File: src/rtl/seg7_frame_decoder.sv
// Seven-segment frame decoder: snapshots NUM_DIGITS segment patterns on START
// and decodes one digit per clock, most significant first, into a packed hex
// value with per-digit error and blank flags.
module seg7_frame_decoder #(
  parameter int unsigned NUM_DIGITS = 6,
  parameter bit          ACTIVE_LOW = 1'b1
) (
  input  logic                      CLOCK_50,
  input  logic                      RESET,
  input  logic                      START,
  input  logic [7*NUM_DIGITS-1:0]   HEX_IN,
  output logic                      BUSY,
  output logic                      DONE,
  output logic [4*NUM_DIGITS-1:0]   VALUE,
  output logic [NUM_DIGITS-1:0]     ERR_MASK,
  output logic [NUM_DIGITS-1:0]     BLANK_MASK
);

  localparam int unsigned IdxW = (NUM_DIGITS > 1) ? $clog2(NUM_DIGITS) : 1;

  typedef enum logic [1:0] {StIdle, StScan, StDone} state_e;

  state_e                    state_q, state_d;
  logic [7*NUM_DIGITS-1:0]   shadow_q, shadow_d;
  logic [IdxW-1:0]           idx_q, idx_d;
  logic [4*NUM_DIGITS-1:0]   acc_q, acc_d;
  logic [NUM_DIGITS-1:0]     err_w_q, err_w_d;
  logic [NUM_DIGITS-1:0]     blank_w_q, blank_w_d;
  logic [4*NUM_DIGITS-1:0]   value_q, value_d;
  logic [NUM_DIGITS-1:0]     err_mask_q, err_mask_d;
  logic [NUM_DIGITS-1:0]     blank_mask_q, blank_mask_d;
  logic                      busy_q, busy_d;
  logic                      done_q, done_d;

  logic [6:0]                cur_code;
  logic [5:0]                dec;

  // Returns {blank, err, nibble} for an active-low g..a code.
  function automatic logic [5:0] decode_seg(input logic [6:0] code);
    case (code)
      7'h40:   decode_seg = {2'b00, 4'h0};
      7'h79:   decode_seg = {2'b00, 4'h1};
      7'h24:   decode_seg = {2'b00, 4'h2};
      7'h30:   decode_seg = {2'b00, 4'h3};
      7'h19:   decode_seg = {2'b00, 4'h4};
      7'h12:   decode_seg = {2'b00, 4'h5};
      7'h02:   decode_seg = {2'b00, 4'h6};
      7'h78:   decode_seg = {2'b00, 4'h7};
      7'h00:   decode_seg = {2'b00, 4'h8};
      7'h10:   decode_seg = {2'b00, 4'h9};
      7'h08:   decode_seg = {2'b00, 4'hA};
      7'h03:   decode_seg = {2'b00, 4'hB};
      7'h46:   decode_seg = {2'b00, 4'hC};
      7'h21:   decode_seg = {2'b00, 4'hD};
      7'h06:   decode_seg = {2'b00, 4'hE};
      7'h0E:   decode_seg = {2'b00, 4'hF};
      7'h7F:   decode_seg = {2'b10, 4'h0};
      default: decode_seg = {2'b01, 4'h0};
    endcase
  endfunction

  // Next-state logic: capture on START from idle, then one digit per clock.
  always_comb begin
    state_d      = state_q;
    shadow_d     = shadow_q;
    idx_d        = idx_q;
    acc_d        = acc_q;
    err_w_d      = err_w_q;
    blank_w_d    = blank_w_q;
    value_d      = value_q;
    err_mask_d   = err_mask_q;
    blank_mask_d = blank_mask_q;

    cur_code = shadow_q[7*idx_q +: 7];
    if (!ACTIVE_LOW) begin
      cur_code = ~cur_code;
    end
    dec = decode_seg(cur_code);

    case (state_q)
      StIdle: begin
        if (START) begin
          shadow_d  = HEX_IN;
          idx_d     = IdxW'(NUM_DIGITS - 1);
          acc_d     = '0;
          err_w_d   = '0;
          blank_w_d = '0;
          state_d   = StScan;
        end
      end
      StScan: begin
        acc_d          = acc_q << 4;
        acc_d[3:0]     = dec[3:0];
        err_w_d[idx_q]   = dec[4];
        blank_w_d[idx_q] = dec[5];
        if (idx_q == '0) begin
          // Publish the completed frame on the same edge that enters DONE.
          value_d      = acc_d;
          err_mask_d   = err_w_d;
          blank_mask_d = blank_w_d;
          state_d      = StDone;
        end else begin
          idx_d = idx_q - 1'b1;
        end
      end
      StDone: begin
        state_d = StIdle;
      end
      default: begin
        state_d = StIdle;
      end
    endcase

    busy_d = (state_d != StIdle);
    done_d = (state_d == StDone);
  end

  // State and output registers with synchronous reset.
  always_ff @(posedge CLOCK_50) begin
    if (RESET) begin
      state_q      <= StIdle;
      shadow_q     <= '0;
      idx_q        <= '0;
      acc_q        <= '0;
      err_w_q      <= '0;
      blank_w_q    <= '0;
      value_q      <= '0;
      err_mask_q   <= '0;
      blank_mask_q <= '0;
      busy_q       <= 1'b0;
      done_q       <= 1'b0;
    end else begin
      state_q      <= state_d;
      shadow_q     <= shadow_d;
      idx_q        <= idx_d;
      acc_q        <= acc_d;
      err_w_q      <= err_w_d;
      blank_w_q    <= blank_w_d;
      value_q      <= value_d;
      err_mask_q   <= err_mask_d;
      blank_mask_q <= blank_mask_d;
      busy_q       <= busy_d;
      done_q       <= done_d;
    end
  end

  assign BUSY       = busy_q;
  assign DONE       = done_q;
  assign VALUE      = value_q;
  assign ERR_MASK   = err_mask_q;
  assign BLANK_MASK = blank_mask_q;

endmodule

File: config.mk
export PLATFORM = sky130hd
export DESIGN_NAME = seg7_frame_decoder
export DESIGN_NICKNAME = d
export VERILOG_FILES = /design/src/rtl/seg7_frame_decoder.sv
export SDC_FILE = /design/constraint.sdc
export NUM_CORES = 1
export LEC_CHECK = 0
export CAP_MARGIN = 10
export CORE_MARGIN = 5
export CORE_UTILIZATION = 30
export DETAILED_ROUTE_END_ITERATION = 8
export PLACE_DENSITY = 0.49
export SYNTH_ARGS = -nofsm -noshare
export SYNTH_HDL_FRONTEND = slang
export SYNTH_SLANG_ARGS = --single-unit
export TNS_END_PERCENT = 10
File: constraint.sdc
create_clock -name CLOCK_50 -period 3 [get_ports CLOCK_50]
set_input_delay 0.75 -clock CLOCK_50 [delete_from_list [all_inputs] [get_ports CLOCK_50]]
set_output_delay 0.75 -clock CLOCK_50 [all_outputs]
set_load 0.01 [all_outputs]
### Track usage over the die, run 1

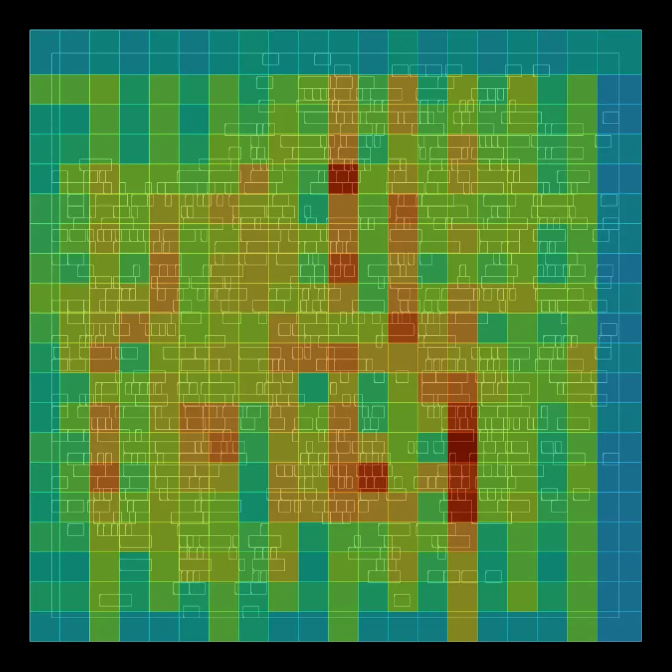
aggregate global-route resource usage: 0.145
met1 usage: 0.188

### Clock wires, drivers and flops, run 1

(3 px per um)
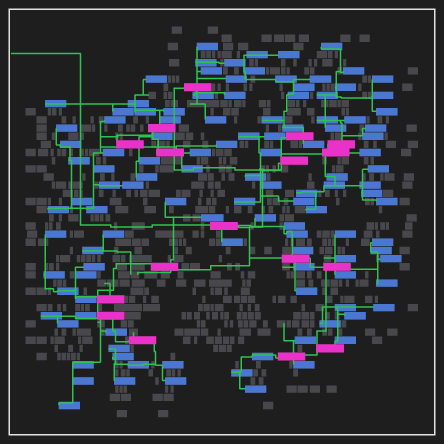
flip-flops -> blue  # count 117
cells driving clock nets -> magenta  # count 17
clock wires -> green  # length 1570 um
flops lie = spread over the die
part of the power in the clock network: 0.427
clock skew: 0.00974 ns
clock insertion delay at the later pin of the skew report: 0.42 ns

==> notes.org, run 1 <==
* Implementation run

** Run status
- The flow ran to the end, and the final reports show no timing, DRC or antenna violations.

** GRT
- The number of antenna violations at the first check in global routing was 0.
- Global-route wire length before repair :: 23.3 mm
- After global routing, the most crowded layer is met2.
- The total overflow left after global routing is 0.
- Number of global-route vias before repair :: 4567
- Entering global routing, the biggest net connects 58 pins.

** Power and ir drop
- Cell-internal power :: 3.15 mW
- Main power group :: clock
- LEAKAGE :: about 2.3 nW
- IR analysis of the VDD net gives a maximum drop of 0.421 mV.
- Of the total power, registers draw 0.379.
- Switching power :: 1.34 mW
- Of the total power, the share spent switching nets is 0.298.
- Power in sequential cells :: approximately 1.7 mW
- Summing internal, switching and leakage power gives 4.48 mW.
- The report lists the power per cell area as roughly 660 mW/mm^2.
- Per report_power, the Clock row totals 1.92 mW.

** Yosys
- The cell-mix breakdown from Yosys lists the simple-gate area share as 0.246.
- Largest family of logic cells by area :: simple AND/OR/NAND/NOR gates
- For this run, the leading register cell type out of synthesis is sky130_fd_sc_hd__dfxtp_1.
- The synthesized netlist has a Yosys-reported chip area of about 0.0052 mm^2.
- Before any placement, the netlist area is recorded as 0.00518 mm^2.
- Most common cell in the synthesized netlist :: sky130_fd_sc_hd__nand2_1
- In the Yosys report the total cell count is 633.
- In this run, the synthesized area fraction spent on xor and xnor cells is recorded as 0.00338.
- sky130_fd_sc_hd__dfxtp_1 takes more of the synthesized area than any other cell.
- By count the netlist is led by sky130_fd_sc_hd__nand2_1, sky130_fd_sc_hd__dfxtp_1, sky130_fd_sc_hd__a21oi_1.
- The synthesis report gives the async set-or-reset register share as 0.
- The number of different library cells used by synthesis comes to 64.
- Synthesis warning total :: 0
- The synthesized netlist handed to floorplanning was reported with a cell count of around 630.
- Post-synth net total :: 680
- Summing all multiplexer cells gives an area fraction of 0.0302.
- Post-synth tally of flip-flops with integrated enable :: 0
- Mean area per synthesized cell :: around 8.2 um^2
- Ranking of synthesized cells by area :: sky130_fd_sc_hd__dfxtp_1, sky130_fd_sc_hd__nand2_1, sky130_fd_sc_hd__a21oi_1
- Of the total synthesized cell area, the portion taken by AND-OR and OR-AND cells is 0.211.

** Final layout
- Leading cell types in the layout, fill and taps excluded :: sky130_fd_sc_hd__nand2_1, sky130_fd_sc_hd__dfxtp_1, sky130_fd_sc_hd__a21oi_1, sky130_fd_sc_hd__clkdlybuf4s50_1, sky130_fd_sc_hd__nor2_1
- The biggest slice of the area belongs to combinational gates.
- The clock buffers instantiated in the layout total 19.
- Fill cell count :: 1804
- Flop share of the area :: 0.347
- The layout stage reports a final design area of 0.00676 mm^2.
- Counting plain and timing-repair buffers in the layout gives just over 100.
- Fraction of area in clock buffers and inverters :: 0.0840
- The layout report lists the combined flip-flop and latch area as 0.00234 mm^2.
- The final antenna diode tally reported by the flow is 0.
- Per the final report, the share of cell area in non-clock buffers is 0.145.
- Counting flops per register, the top entry is shadow_q.
- Share of layout cells above drive strength 1 :: 0.121
- In the final layout, the multi-input gates occupy 0.00257 mm^2.
- Measured on the finished design, the core utilization comes to 0.395.
- The flow measured a signed area growth from synthesis to layout of 30.7%.
- Flip-flop count of the largest register, all copies and words added :: 42
- Flop count :: ~120

** Floorplan
- Placeable Area :: 0.0171 mm^2
- Core Util at FP :: 0.302
- Row count :: 48
- Die x size :: 141 um
- The die covers 0.0200 mm^2.
- Number of tap cells added at floorplan :: 225
- The floorplan step set the die height to 141 um.

** Critical path
- End point of the critical path :: ERR_MASK[0]
- R2r startpoint :: idx_q[2]
- Critical path launch point type :: flip-flop
- Cell breakdown of the critical path :: buf_4 > and3b_1 > nand2_1 > o211ai_2 > and3b_1 > o2111ai_2 > nand4_2 > or4_1 > a21oi_1
- On the worst path, the slowest cell contributes a delay of 0.50 ns.
- The OpenROAD report gives the critical path a required time of 3.33 ns.
- The setup path with the least slack is of type flip-flop to flip-flop.
- Nature of the critical path endpoint :: flip-flop
- Per the STA report, the cell with the highest stage delay on the worst path is sky130_fd_sc_hd__or4_1.
- Worst Path Buf+Inv :: 1
- The STA report counts the stages on the worst setup path as 9.
- Setup slack of the most critical reg-to-reg path :: 0.21 ns
- Worst R2R End :: ERR_MASK[0]
- The cell that appears most often on the critical path is sky130_fd_sc_hd__and3b_1.
- At the worst endpoint, the arrival time is 3.12 ns.
- The critical path maximum fanout is 14.
- According to the timing report, the critical path is launched from idx_q[2].
- Dominant delay contributor by cell family on the critical path :: simple AND/OR/NAND/NOR gates
- Number of cells on the worst reg-to-reg path :: 9

** STA
- # setup viols final :: 0
- The tightest hold path in the finished design has a slack of 0.451 ns.
- Static timing analysis puts the maximum clock frequency at approximately 360 MHz.
- Time the worst path needs with I/O delays and setup :: 2.79 ns
- Across all checked pins, the minimum headroom to the slew limit is 0.616.
- The pin closest to its max-slew limit shows a slew of 0.576 ns.
- Unrepaired setup endpoints after global routing :: no
- Min setup slack post-route :: around 0.21 ns
- Final critical-path share of the clock period :: 0.929

** Job
- Number of warning messages in the logs :: 27

** Route
- Starting DRT DRC Count :: about 220
- Pre-antenna DRT Iters :: 4
- Residual DRC :: 0
- Signal routing reaches up to met4.
- Via count :: 4608
- Per the detailed-route log, wirelength across all metal layers totals between 10 and 15 mm.
- Once detail routing completed, the nets flagged for antenna violations numbered 0.
- Dividing the detail-routed via count by the number of cells gives 4.88.
- The routed wirelength on the met1 layer is recorded as roughly 6.6 mm.
- Met2 WL :: 6.58 mm
- Average wire per standard cell :: 14.8 um

** Hold path
- Hold crit path type :: flip-flop to flip-flop
- STA lists the startpoint of the worst hold path as shadow_q[4].
- The endpoint of the worst hold path is reported as shadow_q[4].
- Depth of the worst hold-timing path :: 2

** Clock network
- Root buf cell :: sky130_fd_sc_hd__clkbuf_16
- Looking at the clock tree report, the H-tree level count equals 4.
- Number of buffers added by the clock tree synthesis step :: 17
- Gates resized, CTS repair :: 0
- Clock tree from TritonCTS :: done
- Clock transition time at the flip-flop clock pins of the worst setup and hold paths :: about 0.060 ns
- Number of hold-repair buffers added at the cts stage :: 0
- Setup Fix Bufs, Post-CTS :: 0

** Place
- Counting tap cells, the placed design contains a total of 912 instances.
- The placed instances occupy a cell area of 0.00619 mm^2.
- At the end of routability-driven placement, the weighted congestion stood at 0.836.
- After legalization and detailed placement, the total HPWL measured just over 10 mm.
- Setup slack on the worst path after placement came out at 0.109 ns.
### Selected gate families, run 1

(3 px per um)
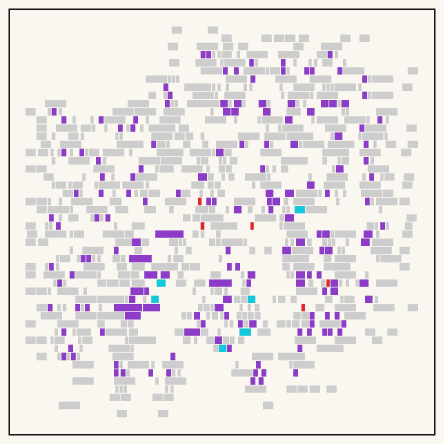
inverting AOI/OAI gates -> purple  # cells 158, most used a21oi_1
inverters -> red  # cells 5, most used inv_1, where centre
AND-OR and OR-AND gates -> cyan  # cells 6, most used o21a_1
proportion of cell area occupied by multi-input gates: 0.380
Top cell excl fill/tap: sky130_fd_sc_hd__nand2_1
non-filler instance count after layout: 944

### Nets reached from selected ports, run 1

(3 px per um)
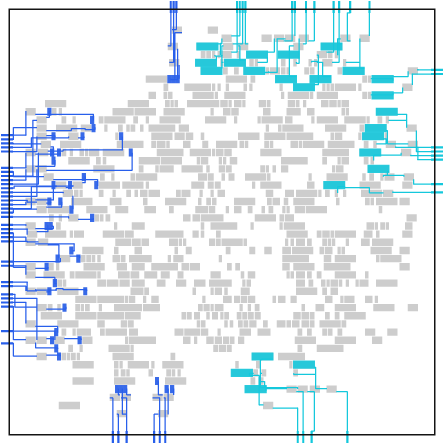
VALUE -> cyan  # bits 24, direction output, edge 12 north, 8 east, 4 south, end cells 24, wire 601 um
HEX_IN -> blue  # bits 42, direction input, edge 33 west, 6 south, 3 north, end cells 42, wire 921 um
IO buf count: 82
number of ports placed on the die boundary: 83

### Wire density map, run 1

(3 px per um) 28 x 28 tiles, from white (low) to dark blue (high), scaled to the fullest tile. Values are wire area over tile area, all layers added.
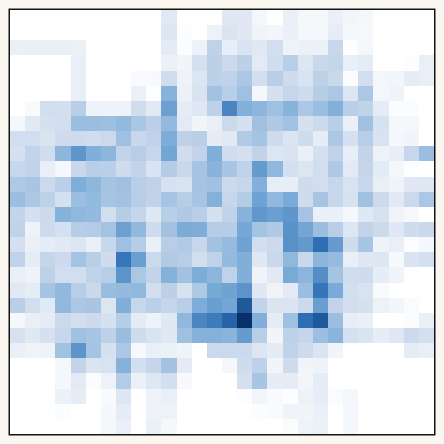

==> inputs of run 2 (changes only) <==
Settings changed: PLACE_DENSITY 0.49 to unset, PLACE_DENSITY_LB_ADDON set to 0.25.
### Wire density map, run 2

(3 px per um) 28 x 28 tiles, from white (low) to dark blue (high), scaled to the fullest tile. Values are wire area over tile area, all layers added.
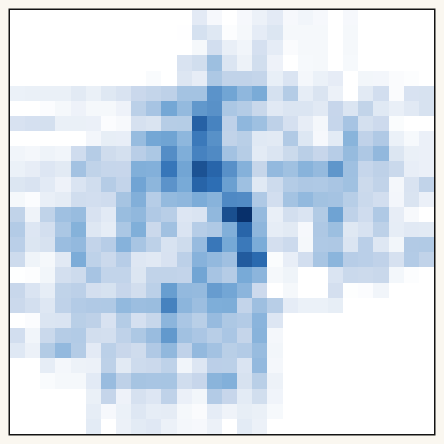
emptiest ninth of the die = south-east
fullest tile = 0.62
densest ninth of the die = centre
nearly empty tiles = 29%
tiles over half the peak = 5.5%
mean over tiles = 0.11
via count: 4648
aggregate global-route resource usage: 0.145
average wire per standard cell: 15.2 um
aggregate routed wire length: 14.3 mm

==> run 2 against run 1 <==
Against the previous run: register-to-register slack worse by 0.05 ns; synthesized area stayed put; non-clock buffer count is 3 lower; critical path type unchanged; largest power group unchanged; critical endpoint is now err_w_q[0]; core utilization is 0.28 points higher; clock skew is 0.0030 ns lower.
==> notes.org, run 2 <==
* Implementation run

** Run status
- Run status :: completed

** Final layout
- Leading cell types in the layout, fill and taps excluded :: sky130_fd_sc_hd__nand2_1, sky130_fd_sc_hd__dfxtp_1, sky130_fd_sc_hd__a21oi_1, sky130_fd_sc_hd__clkdlybuf4s50_1, sky130_fd_sc_hd__nor2_1
- Proportion of cell area occupied by multi-input gates :: 0.381 (+0.00102)
- Fraction of area in clock buffers and inverters :: 0.0902 (+0.00621)
- The flip-flop count of the largest register after layout came to 42 (unchanged).
- Fill cell count :: 1724 (-4.4%)
- Non-filler instance count after layout :: 941 (-0.32%)
- Area taken by flip-flops and latches :: 0.00234 mm^2 (about the same)
- Flop share of the area :: 0.344 (-0.00224)
- The non-clock buffer count in the final layout was 99 (-2.9%).
- The buffer share of cell area came to 0.140 (-0.00469).
- Largest Register :: shadow_q
- The area of the multi-input gates came to 0.00259 mm^2 (+0.97%).
- Final Cell Area :: 0.00681 mm^2 (+0.70%)
- Clock buffer cells :: 19 (unchanged)
- Among logic cells in the layout, the one with the most instances is sky130_fd_sc_hd__nand2_1.
- Synthesis-to-layout area growth :: 31.6%
- The share of post-route cells with drive strength above 1 came to 0.123 (+0.00190).

** Job
- The count of tool warnings came to 27 (unchanged).

** Floorplan
- Placeable Area :: 0.0171 mm^2 (unchanged)
- Number of tap cells added at floorplan :: 225 (unchanged)
- Floorplan die height :: 141 um (unchanged)
- The chip area came to 0.0200 mm^2 (unchanged).
- The starting utilization of the core area is 0.302 (unchanged).

** Route
- The final antenna-violating net count was 0 (unchanged).
- Met2 WL :: 6.67 mm (+1.4%)
- Pre-antenna DRT Iters :: 5 (+1)
- The count of unresolved DRC violations after routing came to 0 (unchanged).
- Uppermost metal layer occupied by signal nets :: met4
- Starting DRT DRC Count :: 289 (+31%)
- The met1 routed wirelength after detailed routing was 6.68 mm (+0.71%).

** Power and ir drop
- Sequential cell fraction of total power :: 0.368 (-0.011)
- Switching power :: 1.36 mW (+1.3%)
- Power per Cell Area :: 684 mW/mm^2 (+3.2%)
- Looking at the group totals, the largest power group turns out to be clock.
- The clock network power was 2.10 mW (+9%).
- The largest voltage drop on the vdd net was 0.444 mV (+5.5%).
- Cell-internal power :: 3.31 mW (+5.0%)
- LEAKAGE :: 2.35 nW (+0.42%)
- The sequential cell power was 1.72 mW (about the same).
- Part of the power in the clock network :: 0.450 (+0.023)

** Clock network
- The worst-skew pair later-pin latency came to 0.42 ns (about the same).
- The number of CTS-inserted buffers was 17 (unchanged).
- H-tree lvl count :: 4 (unchanged)
- The clock transition at the register clock pins on the worst setup and hold paths after CTS is 0.06 ns (about the same).
- Clock tree from TritonCTS :: done
- The number of resized instances in the post-cts repair step is 0 (unchanged).
- The number of buffers added for setup after CTS came to 0 (unchanged).
- Root buf cell :: sky130_fd_sc_hd__clkbuf_16

** Critical path
- The worst setup slack for register-to-register paths was 0.17 ns (-0.05 ns).
- Nature of the critical path endpoint :: flip-flop
- Critical setup path kind :: flip-flop to flip-flop
- Worst R2R End :: err_w_q[0]
- R2r startpoint :: idx_q[0]
- Critical path peak fanout :: 16 (+2)
- The slowest stage of the critical path is the sky130_fd_sc_hd__o41ai_1 cell.
- CP Data Required Time :: 3.31 ns (-0.02 ns)
- Dominant delay contributor by cell family on the critical path :: AND-OR/OR-AND gates
- Critical path launch point type :: flip-flop
- Number of cells on the worst reg-to-reg path :: 9 (unchanged)
- According to the timing report, the critical path is launched from idx_q[0].
- End point of the critical path :: err_w_q[0]
- Delay contributed by the slowest stage of the critical path :: 0.42 ns (-0.08 ns)
- Cell breakdown of the critical path :: buf_12 > and3b_2 > a221oi_4 > o21ai_2 > nand2_1 > a211oi_1 > o21a_1 > or2_1 > o41ai_1
- The total stage count of the critical path is 9 (unchanged).
- Worst Path Buf+Inv :: 1 (unchanged)
- The endpoint arrival time on the critical path is 3.14 ns (+0.02 ns).

** GRT
- The residual overflow from global routing was 0 (unchanged).
- The via count of the first global-routing pass came to 4484 (-1.8%).
- Initial antenna violation count :: 0 (unchanged)
- The global-route wire length before repair is 23.3 mm (+0.27%).

** STA
- The slew at the pin with the worst max-slew slack is 0.784 ns (+0.207 ns).
- The setup slack after layout is 0.166 ns (-0.0467 ns).
- F_max :: 353 MHz (-1.6%)
- The total of endpoints with negative setup slack in the final report is 0 (unchanged).
- Fin Hold WS :: 0.453 ns (+0.00158 ns)
- Time the worst path needs with I/O delays and setup :: 2.83 ns (+0.0467 ns)

** Yosys
- Largest family of logic cells by area :: simple AND/OR/NAND/NOR gates
- Number of cells in Yosys stat :: 633 (unchanged)
- Sorting the synthesized cells by how often they occur yields sky130_fd_sc_hd__nand2_1, sky130_fd_sc_hd__dfxtp_1, sky130_fd_sc_hd__a21oi_1.
- Dominant register cell in the synthesized netlist :: sky130_fd_sc_hd__dfxtp_1
- Post-synthesis chip area from yosys :: 0.00518 mm^2 (unchanged)
- The mux contribution to synthesized area was 0.0302 (unchanged).
- Simple-Gate Area Share :: 0.246 (unchanged)
- Synthesis warning total :: 0 (unchanged)
- The cell count after synthesis came to 633 (unchanged).
- The average cell area after synthesis came to 8.18 um^2 (unchanged).
- The count of library flops with an enable pin came to 0 (unchanged).
- The xor/xnor cell area share of the yosys netlist was 0.00338 (unchanged).
- The complex-gate fraction of the synthesized area is 0.211 (unchanged).
- Ranking of synthesized cells by area :: sky130_fd_sc_hd__dfxtp_1, sky130_fd_sc_hd__nand2_1, sky130_fd_sc_hd__a21oi_1
- Of all cell types, the one taking the most synthesized area is sky130_fd_sc_hd__dfxtp_1.
- The share of flip-flops with an asynchronous set or reset came to 0 (unchanged).

** Place
- The placed wire-length estimate after detailed placement is 10.1 mm (-1.1%).
- The worst slack at placement was 0.0372 ns (-0.0722 ns).
- Routability-driven placement congestion ratio :: 0.824 (-1.4%)

** Hold path
- Worst hold path endpoint :: shadow_q[11]
### Track usage over the die, run 2

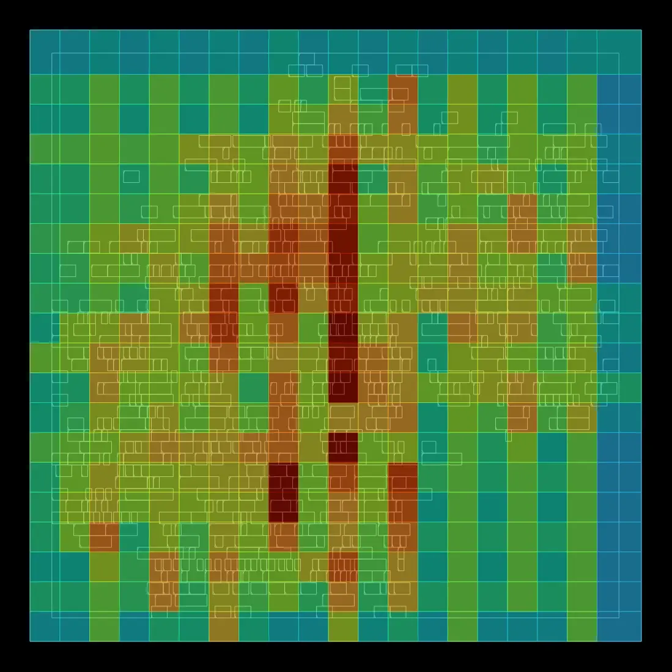
GR met2 Demand/Resource: 0.232
share of the core filled with cells in the final layout: 0.398
most heavily used metal layer in global routing: met2
met1 usage: 0.188

### Clock wires, drivers and flops, run 2

(3 px per um)
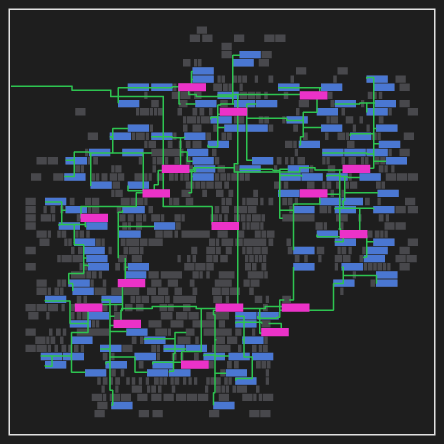

==> inputs of run 3 (changes only) <==
Clock period 3 ns to 2.6 ns, I/O delays scaled along.
### Clock wires, drivers and flops, run 3

(3 px per um)
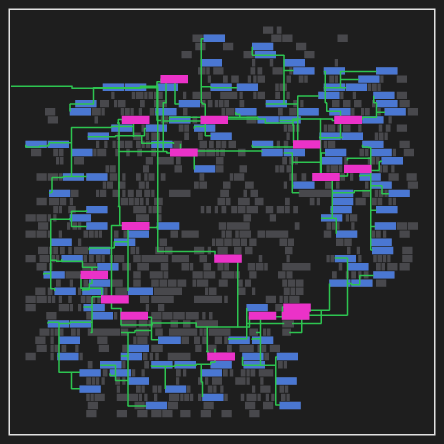
clock wires -> green  # length 1600 um
flip-flops -> blue  # count 117
cells driving clock nets -> magenta  # count 17
routed clock nets = 18
flops lie = spread over the die
power consumed by the clock network: 2.32 mW
clock skew: 0.0166 ns
part of the power in the clock network: 0.423

### Wire density map, run 3

(3 px per um) 28 x 28 tiles, from white (low) to dark blue (high), scaled to the fullest tile. Values are wire area over tile area, all layers added.
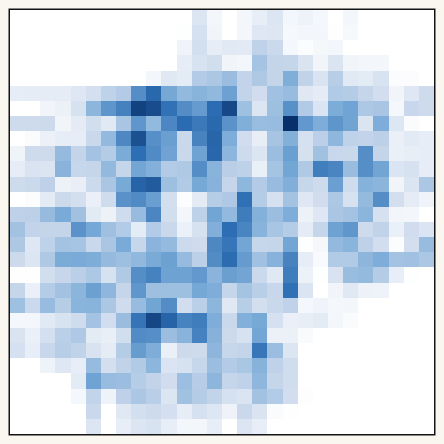
mean over tiles = 0.12
tiles over half the peak = 13%
emptiest ninth of the die = south-east
densest ninth of the die = centre
nearly empty tiles = 25%
average wire per standard cell: 15.1 um
aggregate global-route resource usage: 0.151
aggregate routed wire length: 14.8 mm
via count: 4773

==> run 3 against run 2 <==
Against the previous run: hold slack better by 0.00075 ns; clock power grew about 10%; sequential power is 15% higher; core utilization rose by 2.2 points; register-to-register slack worse by 0.05 ns; critical path depth grew 1; sequential share of layout area down 1.8 points; setup slack got worse by 0.050 ns; largest power group unchanged.
==> notes.org, run 3 <==
* Implementation run

** Run status
- Run status :: completed

** Yosys
- Most used standard cells in the synthesized netlist :: sky130_fd_sc_hd__nand2_1, sky130_fd_sc_hd__dfxtp_1, sky130_fd_sc_hd__a21oi_1
- Dominant register cell in the synthesized netlist :: sky130_fd_sc_hd__dfxtp_1
- Largest family of logic cells by area :: simple AND/OR/NAND/NOR gates
- The share of flip-flops with an asynchronous set or reset is 0 (unchanged).
- The xor/xnor cell area share of the yosys netlist came to 0.00338 (unchanged).
- The cell count after synthesis is 633 (unchanged).
- Most common cell in the synthesized netlist :: sky130_fd_sc_hd__nand2_1
- The yosys warning tally came to 0 (unchanged).
- Simple-Gate Area Share :: 0.246 (unchanged)
- Largest area contributor in the synthesized netlist :: sky130_fd_sc_hd__dfxtp_1
- Mean area per synthesized cell :: 8.18 um^2 (unchanged)
- The post-synthesis cell count from yosys was 633 (unchanged).
- The synthesis area per yosys was 0.00518 mm^2 (unchanged).
- At floorplan, the net count of the design was reported as 680.
- The mux contribution to synthesized area came to 0.0302 (unchanged).
- The count of library flops with an enable pin was 0 (unchanged).
- The synthesis report lists the most area-consuming cells as sky130_fd_sc_hd__dfxtp_1, sky130_fd_sc_hd__nand2_1, sky130_fd_sc_hd__a21oi_1.
- Compound-Gate Fraction of Synth Area :: 0.211 (unchanged)

** Floorplan
- Overall chip area :: 0.0200 mm^2 (unchanged)
- The vertical die dimension came to 141 um (unchanged).
- Placeable Area :: 0.0171 mm^2 (unchanged)
- Die x size :: 141 um
- Row count :: 48
- Number of tap cells added at floorplan :: 225 (unchanged)
- Core Util at FP :: 0.302 (unchanged)

** Critical path
- The number of buffers and inverters on the critical path was 2 (+1).
- Critical-path cell with the highest stage delay :: sky130_fd_sc_hd__or4_1
- Cell breakdown of the critical path :: buf_12 > buf_4 > nor4bb_4 > a221oi_4 > o21ai_4 > nor3_1 > a22oi_2 > nand4_4 > or4_1 > a21oi_1
- The most critical setup path has its endpoint at ERR_MASK[3].
- Stages on the worst setup path :: 10 (+1)
- Setup slack of the most critical reg-to-reg path :: 0.12 ns (-0.05 ns)
- Critical path launch point type :: flip-flop
- Delay contributed by the slowest stage of the critical path :: 0.50 ns (+0.08 ns)
- The largest fanout on the critical path was 15 (-1).
- The worst setup path is captured at a flip-flop.
- Launch point of the worst path :: idx_q[0]
- The required time at the worst-slack endpoint is 2.95 ns (-0.36 ns).
- The endpoint arrival time on the critical path came to 2.84 ns (-0.30 ns).
- Number of cells on the worst reg-to-reg path :: 10 (+1)
- The capture point of the worst register-to-register path is recorded as ERR_MASK[3].
- Dominant delay contributor by cell family on the critical path :: simple AND/OR/NAND/NOR gates
- Critical setup path kind :: flip-flop to flip-flop
- R2r startpoint :: idx_q[0]

** Final layout
- Share of layout cells above drive strength 1 :: 0.186 (+0.0635)
- Final Cell Area :: 0.00719 mm^2 (+5.5%)
- The multi-input logic portion of the cell area was 0.378 (-0.00297).
- Top cell excl fill/tap :: sky130_fd_sc_hd__nand2_1
- Layout buffering overhead excluding clock cells :: 0.171 (+0.0309)
- Largest Register :: shadow_q
- Fill cell count :: 1731 (+0.41%)
- The proportion of cell area occupied by registers is 0.327 (-0.0176).
- Non-filler instance count after layout :: 976 (+3.7%)
- Ranking logic cells in the layout by count gives the top entries sky130_fd_sc_hd__nand2_1, sky130_fd_sc_hd__dfxtp_1, sky130_fd_sc_hd__a21oi_1, sky130_fd_sc_hd__clkdlybuf4s50_1, sky130_fd_sc_hd__nor2_1.
- Number of signal-net buffers in the layout :: 134 (+35%)
- The register area is 0.00235 mm^2 (+0.16%).
- From synthesis to final layout, the design area changed by 38.9%.
- By area, combinational gates come first.
- The area of the multi-input gates was 0.00272 mm^2 (+4.7%).
- Clock buffer cells :: 19 (unchanged)
- Share of the core filled with cells in the final layout :: 0.420 (+0.0221)
- Fraction of area in clock buffers and inverters :: 0.0822 (-0.00805)
- The flip-flop count of the largest register after layout came to 42 (unchanged).

** Clock network
- TritonCTS built the clock tree.
- H-tree lvl count :: 4 (unchanged)
- Number of buffers added by the clock tree synthesis step :: 17 (unchanged)
- The clock transition at the register clock pins on the worst setup and hold paths after CTS came to 0.06 ns (about the same).
- Number of hold-repair buffers added at the cts stage :: 0
- Gates resized, CTS repair :: 10 (+10)
- The worst-skew pair later-pin latency came to 0.42 ns (about the same).
- Setup Fix Bufs, Post-CTS :: 2 (+2)
- The tree is rooted in a sky130_fd_sc_hd__clkbuf_16.

** GRT
- The global-route met2 utilization is 0.241 (+0.00978).
- Global-route wire length before repair :: 24.1 mm (+3.4%)
- Congestion Overflow GR :: 0 (unchanged)
- Initial antenna violation count :: 0 (unchanged)
- Number of global-route vias before repair :: 4791 (+6.8%)
- The global routing met1 resource utilization is 0.195 (+0.00697).
- Most heavily used metal layer in global routing :: met2
- Global routing met3 resource utilization :: 0.0418

** Place
- The placement report lists the number of port buffers as 82.
- The placed wire-length estimate after detailed placement is 10.8 mm (+7.1%).
- Pre-CTS WS :: -0.150 ns (-0.187 ns)
- Routability-driven placement congestion ratio :: 0.831 (+0.85%)
- In this run the cell area measured after placement is 0.00639 mm^2.

** STA
- The achievable clock frequency is 403 MHz (+14%).
- The total of endpoints with negative setup slack in the final report was 0 (unchanged).
- In the finished design, the share of the clock period the worst path needs comes to 0.955.
- The final critical delay including setup and external delays came to 2.48 ns (-0.350 ns).
- Min setup slack post-route :: 0.116 ns (-0.0499 ns)
- The worst hold slack came to 0.453 ns (+0.000748 ns).
- Transition time at the pin with the least slew margin :: 0.535 ns (-0.249 ns)

** Route
- Starting DRT DRC Count :: 264 (-8.7%)
- The met1 routed wirelength after detailed routing came to 6.72 mm (+0.67%).
- Routed wire length on met3 :: 724 um
- The total met2 wirelength after detailed routing came to 7.06 mm (+5.8%).
- The final antenna-violating net count was 0 (unchanged).
- Pre-antenna DRT Iters :: 4 (-1)
- Residual DRC :: 0 (unchanged)
- The highest metal layer carrying signal wires in the routed design is met4.

** Power and ir drop
- Share of power burned in combinational logic :: 0.218
- The reported net switching power was 1.63 mW (+20%).
- The areal power density over the cells came to 763 mW/mm^2 (+12%).
- The design draws roughly 5.5 mW.
- The largest voltage drop on the vdd net is 0.455 mV (+2.3%).
- Power in sequential cells :: 1.97 mW (+15%)
- LEAKAGE :: 2.54 nW (+8.1%)
- The part of the total power dissipated in sequential elements came to 0.358 (-0.010).
- Main power group :: clock
- The internal power summed over all cells came to 3.86 mW (+17%).

** Job
- The count of tool warnings came to 27 (unchanged).

** Hold path
- Worst hold path endpoint :: VALUE[13]
- In this run the worst hold path is classified as flip-flop to flip-flop.
- Worst Hold Launch :: VALUE[13]
- The worst hold path passes through 2 cells.
No activity file was given, so power comes from the tool's default toggle rates.
